==> config.mk <==
export PLATFORM = sky130hd
export DESIGN_NAME = serial_alu_seq
export DESIGN_NICKNAME = d
export VERILOG_FILES = /design/src/rtl/serial_alu_seq.sv
export SDC_FILE = /design/constraint.sdc
export NUM_CORES = 1
export LEC_CHECK = 0
export CAP_MARGIN = 20
export CORE_MARGIN = 1
export CORE_UTILIZATION = 40
export DETAILED_ROUTE_END_ITERATION = 10
export GPL_TIMING_DRIVEN = 1
export PLACE_DENSITY_LB_ADDON = 0.15
export RECOVER_POWER = 50
export SYNTH_ARGS = -nofsm -noshare
export SYNTH_HDL_FRONTEND = slang
export SYNTH_SLANG_ARGS = --single-unit
==> constraint.sdc <==
create_clock -name clk -period 2.54 [get_ports clk]
set_input_delay 0.508 -clock clk [delete_from_list [all_inputs] [get_ports clk]]
set_output_delay 0.508 -clock clk [all_outputs]
set_load 0.03 [all_outputs]
==> src/rtl/serial_alu_seq.sv <==
// Bit-serial sequencer driving a 1-bit ALU slice, LSB first, with the carry
// chained through a register; assembles the result and flags, then pulses done.
module serial_alu_seq #(
    parameter int WIDTH = 32
) (
    input  logic             clk,
    input  logic             rst,
    input  logic             start,
    input  logic [2:0]       op,
    input  logic [WIDTH-1:0] a,
    input  logic [WIDTH-1:0] b,
    output logic             busy,
    output logic             done,
    output logic [WIDTH-1:0] result,
    output logic             cout,
    output logic             overflow,
    output logic             zero,
    output logic             err,
    output logic             slice_a,
    output logic             slice_b,
    output logic [2:0]       slice_signal,
    output logic             slice_cin,
    input  logic             slice_out,
    input  logic             slice_cout
);

    localparam int IW = (WIDTH > 1) ? $clog2(WIDTH) : 1;

    localparam logic [1:0] S_IDLE = 2'd0;
    localparam logic [1:0] S_RUN  = 2'd1;
    localparam logic [1:0] S_DONE = 2'd2;

    localparam logic [2:0] OP_AND = 3'b000;
    localparam logic [2:0] OP_OR  = 3'b001;
    localparam logic [2:0] OP_ADD = 3'b010;
    localparam logic [2:0] OP_SUB = 3'b110;
    localparam logic [2:0] OP_SLT = 3'b111;

    logic [1:0]       state_q, state_d;
    logic [WIDTH-1:0] a_q, a_d;
    logic [WIDTH-1:0] b_q, b_d;
    logic [2:0]       op_q, op_d;
    logic [IW-1:0]    idx_q, idx_d;
    logic             carry_q, carry_d;
    logic [WIDTH-1:0] result_q, result_d;
    logic             cout_q, cout_d;
    logic             ovf_q, ovf_d;
    logic             zero_q, zero_d;
    logic             err_q, err_d;

    logic run;
    logic logic_op;
    logic arith_op;
    logic supported;
    logic is_last;

    assign run      = (state_q == S_RUN);
    assign logic_op = (op_q == OP_AND) || (op_q == OP_OR);
    assign arith_op = (op_q == OP_ADD) || (op_q == OP_SUB);
    assign is_last  = (idx_q == IW'(WIDTH - 1));
    assign supported = (op == OP_AND) || (op == OP_OR) || (op == OP_ADD) ||
                       (op == OP_SUB) || (op == OP_SLT);

    assign slice_a      = run & a_q[idx_q];
    assign slice_b      = run & b_q[idx_q];
    assign slice_cin    = run & ~logic_op & carry_q;
    assign slice_signal = op_q;

    assign busy     = (state_q != S_IDLE);
    assign done     = (state_q == S_DONE);
    assign result   = result_q;
    assign cout     = cout_q;
    assign overflow = ovf_q;
    assign zero     = zero_q;
    assign err      = err_q;

    always_comb begin
        state_d  = state_q;
        a_d      = a_q;
        b_d      = b_q;
        op_d     = op_q;
        idx_d    = idx_q;
        carry_d  = carry_q;
        result_d = result_q;
        cout_d   = cout_q;
        ovf_d    = ovf_q;
        zero_d   = zero_q;
        err_d    = err_q;
        unique case (state_q)
            S_IDLE: begin
                if (start) begin
                    if (supported) begin
                        a_d     = a;
                        b_d     = b;
                        op_d    = op;
                        idx_d   = '0;
                        carry_d = (op == OP_SUB) || (op == OP_SLT);
                        err_d   = 1'b0;
                        state_d = S_RUN;
                    end else begin
                        err_d    = 1'b1;
                        result_d = '0;
                        cout_d   = 1'b0;
                        ovf_d    = 1'b0;
                        zero_d   = 1'b1;
                        state_d  = S_DONE;
                    end
                end
            end
            S_RUN: begin
                result_d[idx_q] = slice_out;
                carry_d         = slice_cout;
                idx_d           = idx_q + 1'b1;
                if (is_last) begin
                    cout_d = arith_op & slice_cout;
                    ovf_d  = arith_op & (slice_cin ^ slice_cout);
                    // SLT: sign of the difference corrected by overflow
                    if (op_q == OP_SLT) begin
                        result_d = {{(WIDTH-1){1'b0}},
                                    slice_out ^ slice_cin ^ slice_cout};
                    end
                    zero_d  = (result_d == '0);
                    state_d = S_DONE;
                end
            end
            S_DONE: state_d = S_IDLE;
            default: state_d = S_IDLE;
        endcase
    end

    always_ff @(posedge clk) begin
        if (rst) begin
            state_q  <= S_IDLE;
            a_q      <= '0;
            b_q      <= '0;
            op_q     <= '0;
            idx_q    <= '0;
            carry_q  <= 1'b0;
            result_q <= '0;
            cout_q   <= 1'b0;
            ovf_q    <= 1'b0;
            zero_q   <= 1'b0;
            err_q    <= 1'b0;
        end else begin
            state_q  <= state_d;
            a_q      <= a_d;
            b_q      <= b_d;
            op_q     <= op_d;
            idx_q    <= idx_d;
            carry_q  <= carry_d;
            result_q <= result_d;
            cout_q   <= cout_d;
            ovf_q    <= ovf_d;
            zero_q   <= zero_d;
            err_q    <= err_d;
        end
    end

endmodule

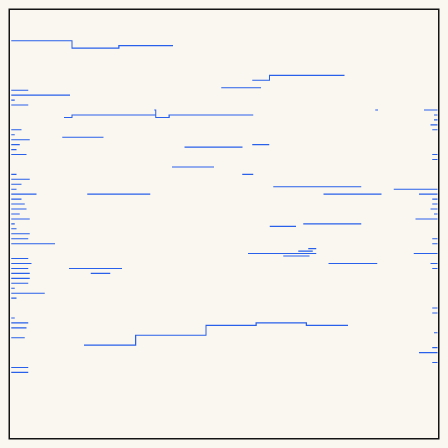
(run_1/m3.png)
The layer holds 4.6% of the routed length. The layer carries 621 um of wire. 80 nets have wire on it. The longest straight run is 23.9 um. The wires run mostly horizontal.
DR vias: 4,781
met3 Use GR: 4.893%
drt total wl: 13,620 um

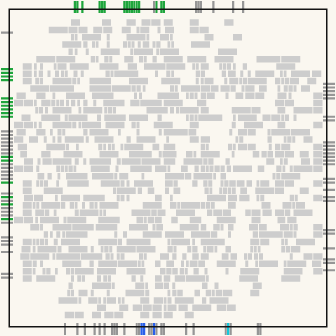
(run_1/pinout.png)
Pins as bars across the die edge, other pins in gray.
Cyan stands for overflow, pins 1, direction output, edge bottom. Green stands for a, pins 32, direction input, edge 16 left, 16 top. Blue stands for slice_signal, pins 3, direction output, edge bottom.
All pins by edge: 41 left, 27 bottom, 25 right, 23 top.
IO buf count: 115
Die Y: 117.6 um

==> summary.txt, run 1 <==
Signal buffers - 139
Synth area leader - dfxtp_1
Die Area - 0.01382 sq mm
Chip width - 117.6 um
Flop pwr share - 48.7%
Max transition margin - 54.25%
Status - finished with violations
Dominant comb cell - simple AND/OR/NAND/NOR gates
Core Rows - 41
Seq/Total Area, Yosys - 41.59%
Yosys cell count - 642
Most used cell, CP - mux4_2
VDD IR max - 0.4513 mV
Pre-Place Util - 41.66%
Inserted Diodes - 0
Mux area share - 14.26%
CTS sink cnt - 111
DP Wirelength - 9437 um
Post-DRT Antenna Nets - 0
Grt met1 use - 26.09%
H-tree lvl count - 3
Most frequent cells in the layout - nand2_1 (139), dfxtp_1 (110), clkdlybuf4s50_1 (107)
Synth top area share - 41.59%
CP arrival - 2.26 ns
Worst setup margin - -0.2310 ns
Pin count of the biggest net entering global routing - 67
Initial antenna violation count - 0
Post-DR wirelength/cell - 14.87 um
Syn nets - 719
Failing checks - setup timing
Slowest CP cell - mux4_2
Inverters - 4
Most instantiated logic cell after routing - nand2_1
Comb pwr - 0.643 mW
Layout fillers - 1,202
Synth top cells by count - nand2_1 (139), dfxtp_1 (111), a21oi_1 (103), nor2_1 (79)
Required time worst endpoint - 2.03 ns
# IOs - 116
Gr usage total - 20.01%
Library cells used by synthesis - 45
Final Hold Viols - 0
Async SR Flop Fraction - 0%
Final instance area - 0.007033 sq mm
Min cycle time layout - 2.771 ns
Post-DR vias/cell - 5.219
Fin nets - 816
Internal cell power - 2.806 mW
XOR-XNOR Cells, Area Fraction - 0.6557%
GPL Wtd Cong - 0.8366
Mi-comb count - 474
Achievable Freq - 360.9 MHz
Critical Setup Path Class - register to output pin
Clock network power - 1.33 mW
Total design power - 3.850 mW
Max Cap Viol - 0
Core area - 0.01282 sq mm
Switching part of the total - 27.12%
RSZ-0062 raised after global routing - true
NonClk Buf Share - 20.42%
Met2 WL - 6489 um
P_sw - 1.044 mW
Hold worst-path end - b_q[22]
TritonCTS buffer count - 9
GR Layer Usage met2 - 33.25%
Leakage - 2.510 nW
Most numerous cell in the Yosys netlist - nand2_1
Area delta synth->final - 31.64%
Syn avg cell area - 8.322 sq um
Layout cell share with drive strength beyond 1 - 9.140%
Skew final - 0.01201 ns
Synth Area in Compound Gates - 12.86%
Simple share - 24.52%
Hold-fix buffers, CTS - 0
Clk buf depth - 2
Iteration-0 DRC Markers - 340
Fin. max-slew vios - 0
Clk slew on worst S/H paths - 0.08 ns
Met3 routed WL - 620 um
Setup violations, final - 2
Critical path capture point type - output pin
R2R cell count - 9
Placed Area - 0.006758 sq mm
# DRC - 0
GRT overflow - 0
Final design utilization - 54.84%
Clk cell area share - 3.878%
MI comb area - 0.002868 sq mm
Crit path max fanout - 10
Critical R2R Capture - zero
Placed Instances - 898
Hold path cells - 2
CP max stage delay - 0.49 ns
Cell family with most CP delay - multiplexers
Clk_lat worst skew - 0.36 ns
Global-route wire length before repair - 22,460 um
Critical Path Sink - slice_b
Comb pwr share - 16.7%
Hold Path Class - register to register
Final period utilization - 109.1%
Reg2reg start - idx_q[0]
Drt first pass iters - 4
Busiest grt layer - met2
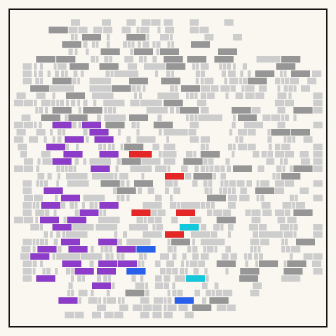
(run_1/ff_map.png)
Other sequential cells in the stronger gray, the rest of the logic in the fainter gray.
Cyan stands for state_q, placed flops 2. Red stands for idx_q, placed flops 5. Blue stands for slice_signal, placed flops 3. Purple stands for b_q, placed flops 32.
Another 69 sequential cells are not colored.
sequential cell power: 1.87 mW
sequential cell area: 0.002226 sq mm

==> run_1/congestion_map.png <==
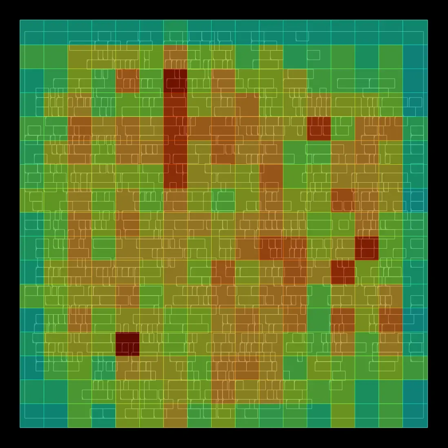

==> run 1 -> run 2 <==
--- a/config.mk
+++ b/config.mk
@@ -8,6 +8,7 @@
 export CAP_MARGIN = 20
 export CORE_MARGIN = 1
 export CORE_UTILIZATION = 40
+export CTS_BUF_LIST = sky130_fd_sc_hd__clkbuf_4 sky130_fd_sc_hd__clkbuf_8
 export DETAILED_ROUTE_END_ITERATION = 10
 export GPL_TIMING_DRIVEN = 1
 export PLACE_DENSITY_LB_ADDON = 0.15
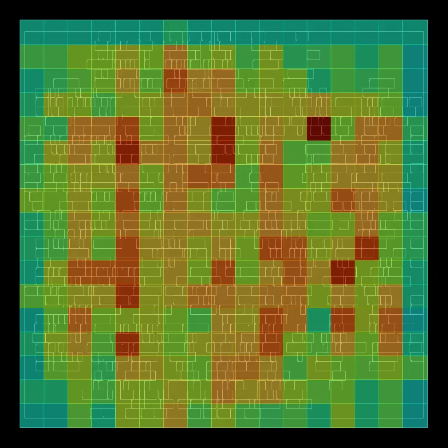
(run_2/congestion_map.png)
met3 Use GR: 4.748%
post-DR wirelength/cell: 14.83 um
busiest grt layer: met2
final design utilization: 54.08%
gr usage total: 19.97%

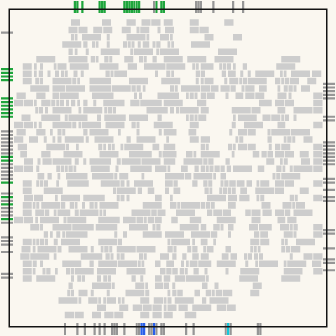
(run_2/pinout.png)
Pins as bars across the die edge, other pins in gray.
Green stands for a, pins 32, direction input, edge 16 left, 16 top. Blue stands for slice_signal, pins 3, direction output, edge bottom. Cyan stands for overflow, pins 1, direction output, edge bottom.
All pins by edge: 41 left, 27 bottom, 25 right, 23 top.
chip width: 117.6 um

==> run 2 against run 1 <==
Effect of this change:
- the flow still finishes with violations (setup timing)
- combinational power hardly changed
- setup slack worse by 0.055 ns
- critical path depth unchanged
- utilization shrank 0.76 points
==> summary.txt, run 2 <==
Reg2reg start - idx_q[0]
Core area - 0.01282 sq mm (unchanged)
Critical R2R Capture - zero
Hold worst-path end - b_q[22]
Drt first pass iters - 4 (unchanged)
TritonCTS buffer count - 9 (unchanged)
Final Hold Viols - 0 (unchanged)
Most instantiated logic cell after routing - nand2_1
CP arrival - 2.32 ns (+0.06 ns)
Synth top cells by count - nand2_1 (139), dfxtp_1 (111), a21oi_1 (103), nor2_1 (79)
Signal buffers - 139 (unchanged)
GPL Wtd Cong - 0.8366 (unchanged)
Initial antenna violation count - 0 (unchanged)
Most used cell, CP - mux4_2
Layout cell share with drive strength beyond 1 - 9.274% (+0.13 points)
Post-DRT Antenna Nets - 0 (unchanged)
NonClk Buf Share - 20.71% (+0.29 points)
Async SR Flop Fraction - 0% (unchanged)
Iteration-0 DRC Markers - 388 (+14%)
Comb pwr - 0.642 mW (about the same)
Grt met1 use - 26.12% (+0.039 points)
Final period utilization - 111.3% (+2.2 points)
Sequential cell area - 0.002226 sq mm (unchanged)
Seq/Total Area, Yosys - 41.59% (unchanged)
Placed Instances - 898 (unchanged)
Pin count of the biggest net entering global routing - 67 (unchanged)
CP max stage delay - 0.49 ns (about the same)
Critical Path Sink - slice_b
GR Layer Usage met2 - 32.91% (-0.33 points)
Clk_lat worst skew - 0.40 ns (+0.04 ns)
Most numerous cell in the Yosys netlist - nand2_1
Dominant comb cell - simple AND/OR/NAND/NOR gates
Switching part of the total - 28.58% (+1.5 points)
Crit path max fanout - 10 (unchanged)
Synth top area share - 41.59% (unchanged)
Synth Area in Compound Gates - 12.86% (unchanged)
Fin nets - 816 (unchanged)
# DRC - 0 (unchanged)
Internal cell power - 2.507 mW (-11%)
Achievable Freq - 353.9 MHz (-1.9%)
Hold path cells - 2 (unchanged)
Clk slew on worst S/H paths - 0.11 ns (+0.03 ns)
Die Area - 0.01382 sq mm (unchanged)
Cell family with most CP delay - multiplexers
DP Wirelength - 9437 um (unchanged)
Required time worst endpoint - 2.03 ns (about the same)
Worst setup margin - -0.2859 ns (-0.05488 ns)
Inverters - 4 (unchanged)
Post-DR vias/cell - 5.258 (+0.73%)
RSZ-0062 raised after global routing - true
# IOs - 116 (unchanged)
Failing checks - setup timing
Syn avg cell area - 8.322 sq um (unchanged)
Comb pwr share - 18.3% (+1.6 points)
Max transition margin - 17.02% (-37 points)
Clk buf depth - 2 (unchanged)
Met2 WL - 6612 um (+1.9%)
Sequential cell power - 1.87 mW (about the same)
Synth area leader - dfxtp_1
Clock network power - 0.994 mW (-25%)
CTS sink cnt - 111 (unchanged)
Yosys cell count - 642 (unchanged)
Max Cap Viol - 0 (unchanged)
Critical path capture point type - output pin
Leakage - 2.478 nW (-1.3%)
Min cycle time layout - 2.826 ns (+0.05488 ns)
Setup violations, final - 2 (unchanged)
Status - finished with violations
Library cells used by synthesis - 45 (unchanged)
GRT overflow - 0 (unchanged)
MI comb area - 0.002868 sq mm (unchanged)
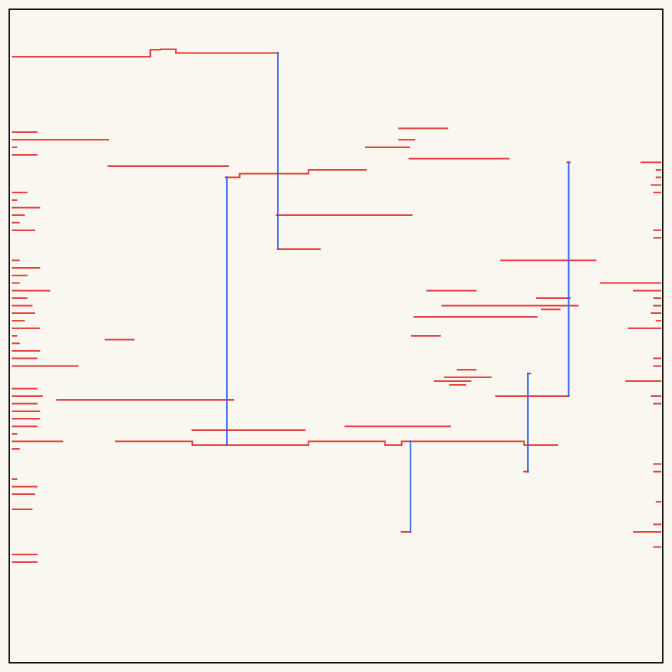
(run_2/layers.png)
Two of the layers only.
Red stands for M3, wire length 664 um. Blue stands for M4, wire length 160 um.
drt total wl: 13,590 um
DR vias: 4,816

==> run_2/ff_map.png <==
Other sequential cells in the stronger gray, the rest of the logic in the fainter gray.
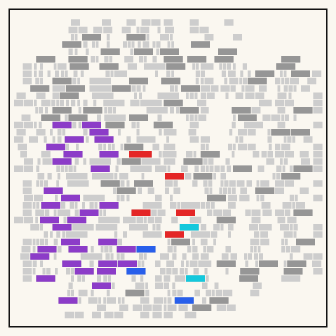

==> run 2 -> run 3 <==
--- a/config.mk
+++ b/config.mk
@@ -5,7 +5,9 @@
 export SDC_FILE = /design/constraint.sdc
 export NUM_CORES = 1
 export LEC_CHECK = 0
+export ABC_CLOCK_PERIOD_IN_PS = 2540
 export CAP_MARGIN = 20
+export CORE_ASPECT_RATIO = 0.6
 export CORE_MARGIN = 1
 export CORE_UTILIZATION = 40
 export CTS_BUF_LIST = sky130_fd_sc_hd__clkbuf_4 sky130_fd_sc_hd__clkbuf_8
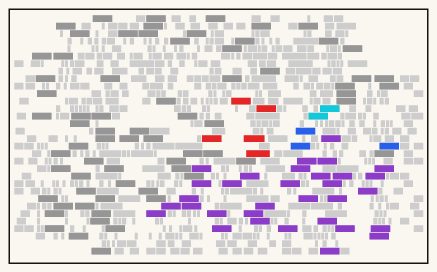
(run_3/ff_map.png)
Other sequential cells in the stronger gray, the rest of the logic in the fainter gray.
Red stands for idx_q, placed flops 5, where middle. Purple stands for b_q, placed flops 32. Cyan stands for state_q, placed flops 2. Blue stands for slice_signal, placed flops 3.
Another 69 sequential cells are not colored.
final design utilization: 55.41%
sequential cell area: 0.002227 sq mm
sequential cell power: 1.88 mW
flop share of the area: 31.08%

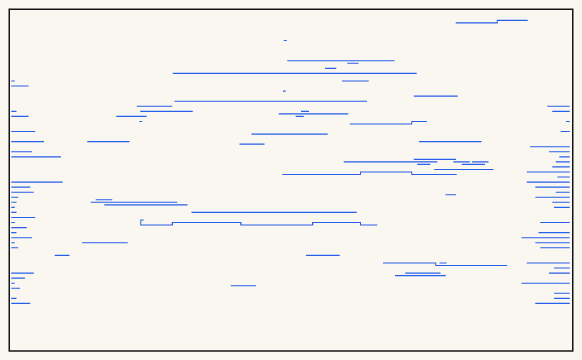
(run_3/m3.png)
The wires run mostly horizontal. The longest straight run is 65.3 um. The layer holds 6.8% of the routed length. The layer carries 986 um of wire.
drt total wl: 14,470 um
met3 Use GR: 4.372%
DR vias: 4,891

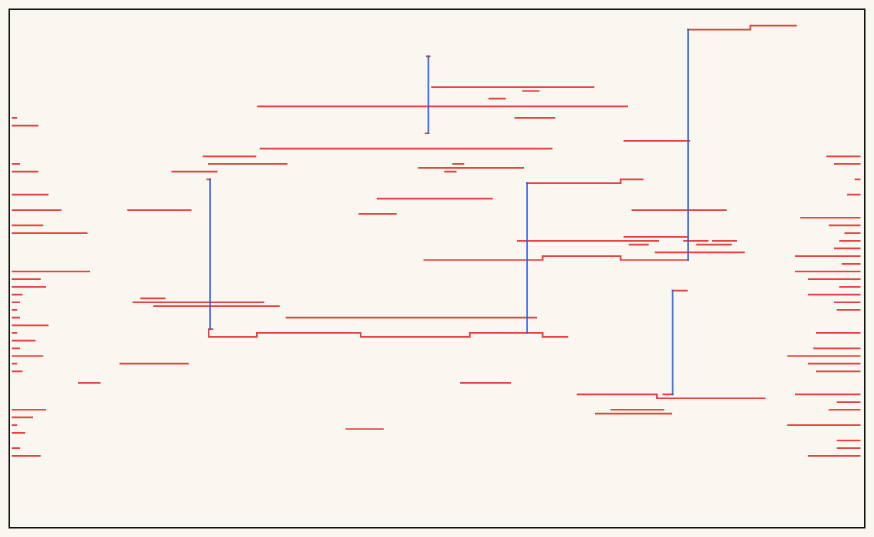
(run_3/layers.png)
Two of the layers only.
Red stands for M3, wire length 986 um. Blue stands for M4, wire length 126 um.
gr usage total: 21.63%
post-DR wirelength/cell: 15.64 um

==> run 3 against run 2 <==
Effect of this change:
- the run still ends with setup timing left
- flip-flop count unchanged
- non-clock buffer count increased by 11
- via count increased by 1.6%
- clock power increased by 5%
- power increased by 2.2%
- die area increased by 0.11%
- count of clock-buffer cells in the layout unchanged
- synthesized area unchanged
- critical path depth unchanged
- setup slack got worse by 0.024 ns
- critical path type unchanged
==> summary.txt, run 3 <==
Worst setup margin - -0.3096 ns (-0.02370 ns)
RSZ-0062 raised after global routing - true
Met2 WL - 5791 um (-12%)
Setup TNS Final - -0.6074 ns
# DRC - 0 (unchanged)
Max transition margin - 48.51% (+31 points)
Syn avg cell area - 8.322 sq um (unchanged)
Dominant comb cell - simple AND/OR/NAND/NOR gates
Yosys cell count - 642 (unchanged)
Busiest grt layer - met1
Switching part of the total - 28.92% (+0.34 points)
Layout cell share with drive strength beyond 1 - 12.72% (+3.4 points)
Library cells used by synthesis - 45 (unchanged)
Hold worst-path end - b_q[31]
Chip width - 151.2 um (+29%)
Setup violations, final - 2 (unchanged)
Async SR Flop Fraction - 0% (unchanged)
Clock root buffer - clkbuf_8
Global-route wire length before repair - 23,290 um
IO buf count - 115
Simple share - 24.52%
Min cycle time layout - 2.850 ns (+0.02370 ns)
Hold path cells - 2 (unchanged)
Placed Area - 0.006818 sq mm
DR top layer - met4
Inverters - 4 (unchanged)
Critical Path Sink - slice_b
Die Area - 0.01384 sq mm (+0.11%)
Hold Path Class - register to register
Iteration-0 DRC Markers - 211 (-46%)
Worst Tran Pin Value - 0.7724 ns
Leakage - 2.555 nW (+3.1%)
Drt first pass iters - 5 (+1)
Pre-CTS setup slack - -0.3592 ns
Pwr top - registers
Clk_lat worst skew - 0.38 ns (-0.02 ns)
Final Hold Viols - 0 (unchanged)
Critical R2R Capture - zero
Cell Count, Final, Fillers Out - 925
Comb pwr - 0.672 mW (+4.7%)
GRT overflow - 0 (unchanged)
Failing checks - setup timing
TritonCTS buffer count - 9 (unchanged)
Clock buffers - 10
H-tree lvl count - 3
Clk buf depth - 2 (unchanged)
Required time worst endpoint - 2.03 ns (about the same)
GR Layer Usage met2 - 29.87% (-3.0 points)
Most frequent cells in the layout - nand2_1 (139), dfxtp_1 (109), clkdlybuf4s50_1 (108)
Adder share - 1.171%
Clock network power - 1.04 mW (+5%)
Cell family with most CP delay - multiplexers
Num tapcells - 170
Warnings, synthesis - 0
MI comb area - 0.002995 sq mm (+4.5%)
Grt met1 use - 33.68% (+7.6 points)
Seq/Total Area, Yosys - 41.59% (unchanged)
Post-DRT Antenna Nets - 0 (unchanged)
Achievable Freq - 350.9 MHz (-0.83%)
GPL Wtd Cong - 0.8255 (-1.3%)
Core area - 0.01293 sq mm (+0.84%)
Comb pwr share - 18.7% (+0.4 points)
CTS sink cnt - 111 (unchanged)
Clk slew on worst S/H paths - 0.11 ns (about the same)
Synth top cells by count - nand2_1 (139), dfxtp_1 (111), a21oi_1 (103), nor2_1 (79)
Pin count of the biggest net entering global routing - 56 (-16%)
Inserted Diodes - 0
Crit path max fanout - 8 (-2)
Placed Instances - 906 (+0.89%)
Most instantiated logic cell after routing - nand2_1
Post-CTS sizing - 17
Reg2reg start - idx_q[1]
VDD IR max - 0.2539 mV
Syn nets - 719
Clock share of power - 28.9%
Final period utilization - 112.2% (+0.93 points)
Logic share of the area - 41.80%
Synth flops - 111
Synth top area share - 41.59% (unchanged)
Die Y - 91.52 um
Most used cell, CP - mux4_2
Pwr Density - 500.9 mW/mm^2
CP arrival - 2.34 ns (+0.02 ns)
Synth area leader - dfxtp_1
Slowest CP cell - mux4_2
Core Rows - 32
Post-DR vias/cell - 5.288 (+0.57%)
Critical Setup Path Class - register to output pin
# IOs - 116 (unchanged)
Fin. max-slew vios - 0
Critical path capture point type - output pin
Signal buffers - 150 (+7.9%)
Startpoint Class - register
NonClk Buf Share - 21.32% (+0.61 points)
Post-synth area from yosys stat - 0.005343 sq mm
Flop pwr share - 52.3%
Post-synthesis cell count - 642
Most numerous cell in the Yosys netlist - nand2_1
Initial antenna violation count - 0 (unchanged)
Internal cell power - 2.551 mW (+1.8%)
Max Cap Viol - 0 (unchanged)
Main flop type after synthesis - dfxtp_1
CP max stage delay - 0.50 ns (about the same)
Status - finished with violations
Synth Area in Compound Gates - 12.86% (unchanged)
Top cells, area - dfxtp_1 (42%), nand2_1 (9.8%), a21oi_1 (9.6%)
Setup Fix Bufs, Post-CTS - 0
FFs & Latches - 111
Fin nets - 827 (+1.3%)
DP Wirelength - 10,270 um (+8.8%)
No activity file was given, so power comes from the tool's default toggle rates.
